**src/rtl/spi_regfile_periph.sv**
```systemverilog
// spi_regfile_periph: SPI mode-0 target exposing a bank of read/write config registers
module spi_regfile_periph #(
  parameter int NUM_REGS    = 5,
  parameter int ADDR_W      = 7,
  parameter int DATA_W      = 8,
  parameter int SYNC_STAGES = 2
) (
  input  logic                       clk,
  input  logic                       rst_n,
  input  logic                       sclk,
  input  logic                       copi,
  input  logic                       ncs,
  output logic                       cipo,
  output logic                       cipo_oe,
  output logic [NUM_REGS*DATA_W-1:0] regs_flat,
  output logic                       wr_pulse,
  output logic [ADDR_W-1:0]          wr_addr,
  output logic                       frame_err
);
  localparam int FRAME_W = 1 + ADDR_W + DATA_W;
  localparam int HDR_W   = 1 + ADDR_W;
  localparam int SH_W    = DATA_W > ADDR_W ? DATA_W : ADDR_W;
  localparam int CNT_W   = $clog2(FRAME_W + 2);
  localparam int S       = SYNC_STAGES;
  typedef enum logic [1:0] {IDLE, CMD, DATA} state_t;
  logic [S-1:0] sclk_q, copi_q, ncs_q, vld_q;
  state_t state_q, state_d;
  logic armed_q, armed_d;
  logic [SH_W-1:0] sh_q, sh_d;
  logic [CNT_W-1:0] cnt_q, cnt_d;
  logic [HDR_W-1:0] hdr_q, hdr_d;
  logic [DATA_W-1:0] tx_q, tx_d, rd_val;
  logic rd_q, rd_d, hit;
  logic [NUM_REGS*DATA_W-1:0] regs_q, regs_d;
  logic wr_pulse_q, wr_pulse_d, frame_err_q, frame_err_d;
  logic [ADDR_W-1:0] wr_addr_q, wr_addr_d;
  logic sclk_rise, sclk_fall, ncs_rise, ncs_fall, ncs_s, copi_s;
  assign sclk_rise = sclk_q[S-2] & ~sclk_q[S-1];
  assign sclk_fall = ~sclk_q[S-2] & sclk_q[S-1];
  assign ncs_rise  = ncs_q[S-2] & ~ncs_q[S-1];
  assign ncs_fall  = ~ncs_q[S-2] & ncs_q[S-1];
  assign ncs_s     = ncs_q[S-2];
  assign copi_s    = copi_q[S-1];
  // Synchronisers; vld_q marks when every stage holds a real pin sample rather than a reset value
  always_ff @(posedge clk or negedge rst_n) begin
    if (!rst_n) begin
      sclk_q <= '0;
      copi_q <= '0;
      ncs_q  <= '1;
      vld_q  <= '0;
    end else begin
      sclk_q <= {sclk_q[S-2:0], sclk};
      copi_q <= {copi_q[S-2:0], copi};
      ncs_q  <= {ncs_q[S-2:0], ncs};
      vld_q  <= {vld_q[S-2:0], 1'b1};
    end
  end
  // Frame FSM, shifters, register bank and strobes
  always_ff @(posedge clk or negedge rst_n) begin
    if (!rst_n) begin
      state_q     <= IDLE;
      armed_q     <= 1'b0;
      sh_q        <= '0;
      cnt_q       <= '0;
      hdr_q       <= '0;
      tx_q        <= '0;
      rd_q        <= 1'b0;
      regs_q      <= '0;
      wr_pulse_q  <= 1'b0;
      wr_addr_q   <= '0;
      frame_err_q <= 1'b0;
    end else begin
      state_q     <= state_d;
      armed_q     <= armed_d;
      sh_q        <= sh_d;
      cnt_q       <= cnt_d;
      hdr_q       <= hdr_d;
      tx_q        <= tx_d;
      rd_q        <= rd_d;
      regs_q      <= regs_d;
      wr_pulse_q  <= wr_pulse_d;
      wr_addr_q   <= wr_addr_d;
      frame_err_q <= frame_err_d;
    end
  end
  // Next state: an ncs rise ends the frame and masks any sclk edge seen in the same cycle
  always_comb begin
    state_d     = state_q;
    armed_d     = armed_q | (vld_q[S-1] & ncs_s);
    sh_d        = sh_q;
    cnt_d       = cnt_q;
    hdr_d       = hdr_q;
    tx_d        = tx_q;
    rd_d        = rd_q;
    regs_d      = regs_q;
    wr_pulse_d  = 1'b0;
    wr_addr_d   = wr_addr_q;
    frame_err_d = 1'b0;
    rd_val      = '0;
    hit         = 1'b0;
    for (int i = 0; i < NUM_REGS; i++) begin
      if (hdr_q[ADDR_W-1:0] == ADDR_W'(i)) begin
        rd_val = regs_q[i*DATA_W +: DATA_W];
        hit    = 1'b1;
      end
    end
    if (state_q == IDLE) begin
      if (armed_q && ncs_fall) begin
        state_d = CMD;
        sh_d    = '0;
        cnt_d   = '0;
        rd_d    = 1'b0;
      end
    end else if (ncs_rise) begin
      state_d = IDLE;
      rd_d    = 1'b0;
      if (cnt_q != CNT_W'(FRAME_W)) frame_err_d = 1'b1;
      else if (hdr_q[ADDR_W] && hit) begin
        for (int i = 0; i < NUM_REGS; i++)
          if (hdr_q[ADDR_W-1:0] == ADDR_W'(i)) regs_d[i*DATA_W +: DATA_W] = sh_q[DATA_W-1:0];
        wr_pulse_d = 1'b1;
        wr_addr_d  = hdr_q[ADDR_W-1:0];
      end
    end else begin
      if (sclk_rise) begin
        sh_d  = SH_W'({sh_q, copi_s});
        cnt_d = cnt_q == CNT_W'(FRAME_W + 1) ? cnt_q : cnt_q + 1'b1;
        if (state_q == CMD && cnt_q == CNT_W'(HDR_W - 1)) begin
          state_d = DATA;
          hdr_d   = {sh_q[ADDR_W-1:0], copi_s};
        end
      end
      if (sclk_fall && state_q == DATA && !hdr_q[ADDR_W]) begin
        rd_d = 1'b1;
        tx_d = rd_q ? tx_q << 1 : rd_val;
      end
    end
  end
  assign cipo      = rd_q & tx_q[DATA_W-1];
  assign cipo_oe   = armed_q && state_q != IDLE && !ncs_s;
  assign regs_flat = regs_q;
  assign wr_pulse  = wr_pulse_q;
  assign wr_addr   = wr_addr_q;
  assign frame_err = frame_err_q;
endmodule

```
**config.mk**
```make
export PLATFORM = sky130hd
export DESIGN_NAME = spi_regfile_periph
export DESIGN_NICKNAME = d
export VERILOG_FILES = /design/src/rtl/spi_regfile_periph.sv
export SDC_FILE = /design/constraint.sdc
export NUM_CORES = 1
export LEC_CHECK = 0
export ABC_AREA = 1
export CORE_MARGIN = 3
export CORE_UTILIZATION = 41
export CTS_CLUSTER_DIAMETER = 30
export CTS_CLUSTER_SIZE = 12
export DETAILED_ROUTE_END_ITERATION = 8
export GPL_TIMING_DRIVEN = 0
export RECOVER_POWER = 25
export REMOVE_ABC_BUFFERS = 1
export SLEW_MARGIN = 20
export SYNTH_ARGS = -nofsm -noshare
export SYNTH_HDL_FRONTEND = slang
export SYNTH_SLANG_ARGS = --single-unit
```
**constraint.sdc**
```tcl
create_clock -name clk -period 2.4 [get_ports clk]
set_clock_uncertainty 0.1 [all_clocks]
set_input_delay 0.72 -clock clk [delete_from_list [all_inputs] [get_ports clk]]
set_output_delay 0.72 -clock clk [all_outputs]
set_load 0.005 [all_outputs]
```
==> results.sh <==
# physical design summary
export IMPL_status="completed"
export IMPL_taps=133
export IMPL_final_layout_top_logic_cells="nand2_1 (154), dfrtp_1 (87), clkdlybuf4s50_1 (50), nand4_1 (44), inv_1 (42)"
export IMPL_core_area_sq_um=10000
export IMPL_drtAntennaViolNets=0
export IMPL_seq_share_pct=43.5
export IMPL_synthCells=509
export IMPL_comb_power_uw=488
export IMPL_reg2reg_to="regs_flat[5]"
export IMPL_via_per_inst=5.09
export IMPL_overflow=0
export IMPL_cp_depth=3
export IMPL_fin_tns_setup_ns=0
export IMPL_min_period_ns=2.24
export IMPL_fin_crit_sh_pct=93.2
export IMPL_fin_util_pct=51.9
export IMPL_endpoint="cipo"
export IMPL_top_cells_by_area="dfrtp_1 (51%), nand2_1 (13%), nand4_1 (6.4%)"
export IMPL_largest_reg_flops=40
export IMPL_cp_max_fo=9
export IMPL_synth_top_cell_by_area="dfrtp_1"
export IMPL_h_tree_depth=3
export IMPL_tightest_slew_ns=1.35
export IMPL_leakage_nw=2.49
export IMPL_combPwrFrac_pct=14.6
export IMPL_rsz0062_at_grt="no"
export IMPL_drc_errors=0
export IMPL_hold_path_class="reg -> reg"
export IMPL_logic_gate_count=347
export IMPL_clk_pin_slew_ns=0.08
export IMPL_wl_met1_mm=4.83
export IMPL_dr_pass1_iters=5
export IMPL_p_sw_share_pct=29.4
export IMPL_netlist_area_sq_um=4320
export IMPL_rrSetupSlack_ns=0.17
Gate families picked out:
The bar under the picture is 20 um long.
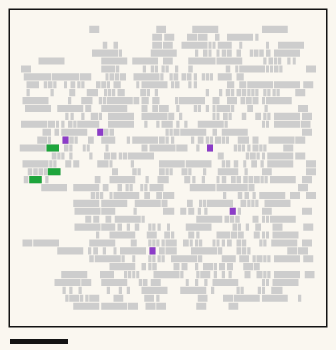
Key: green = fa/ha/maj cells [cells 3, most used ha_1]; purple = and/or cells [cells 5, most used or2_2]
most numerous logic cell after layout: nand2_1
non-filler cells, final: 702
logic share of the area: 33.8%

Routing congestion map:
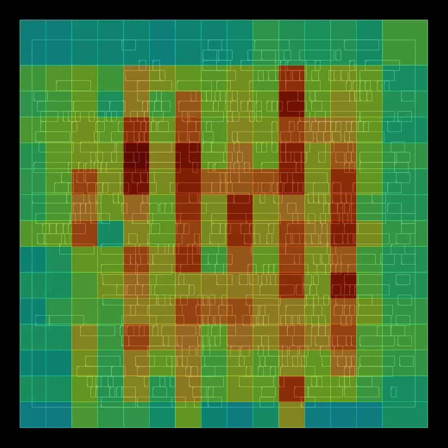
layer with the highest usage: met2
GRT Resource Usage Total: 19.3%

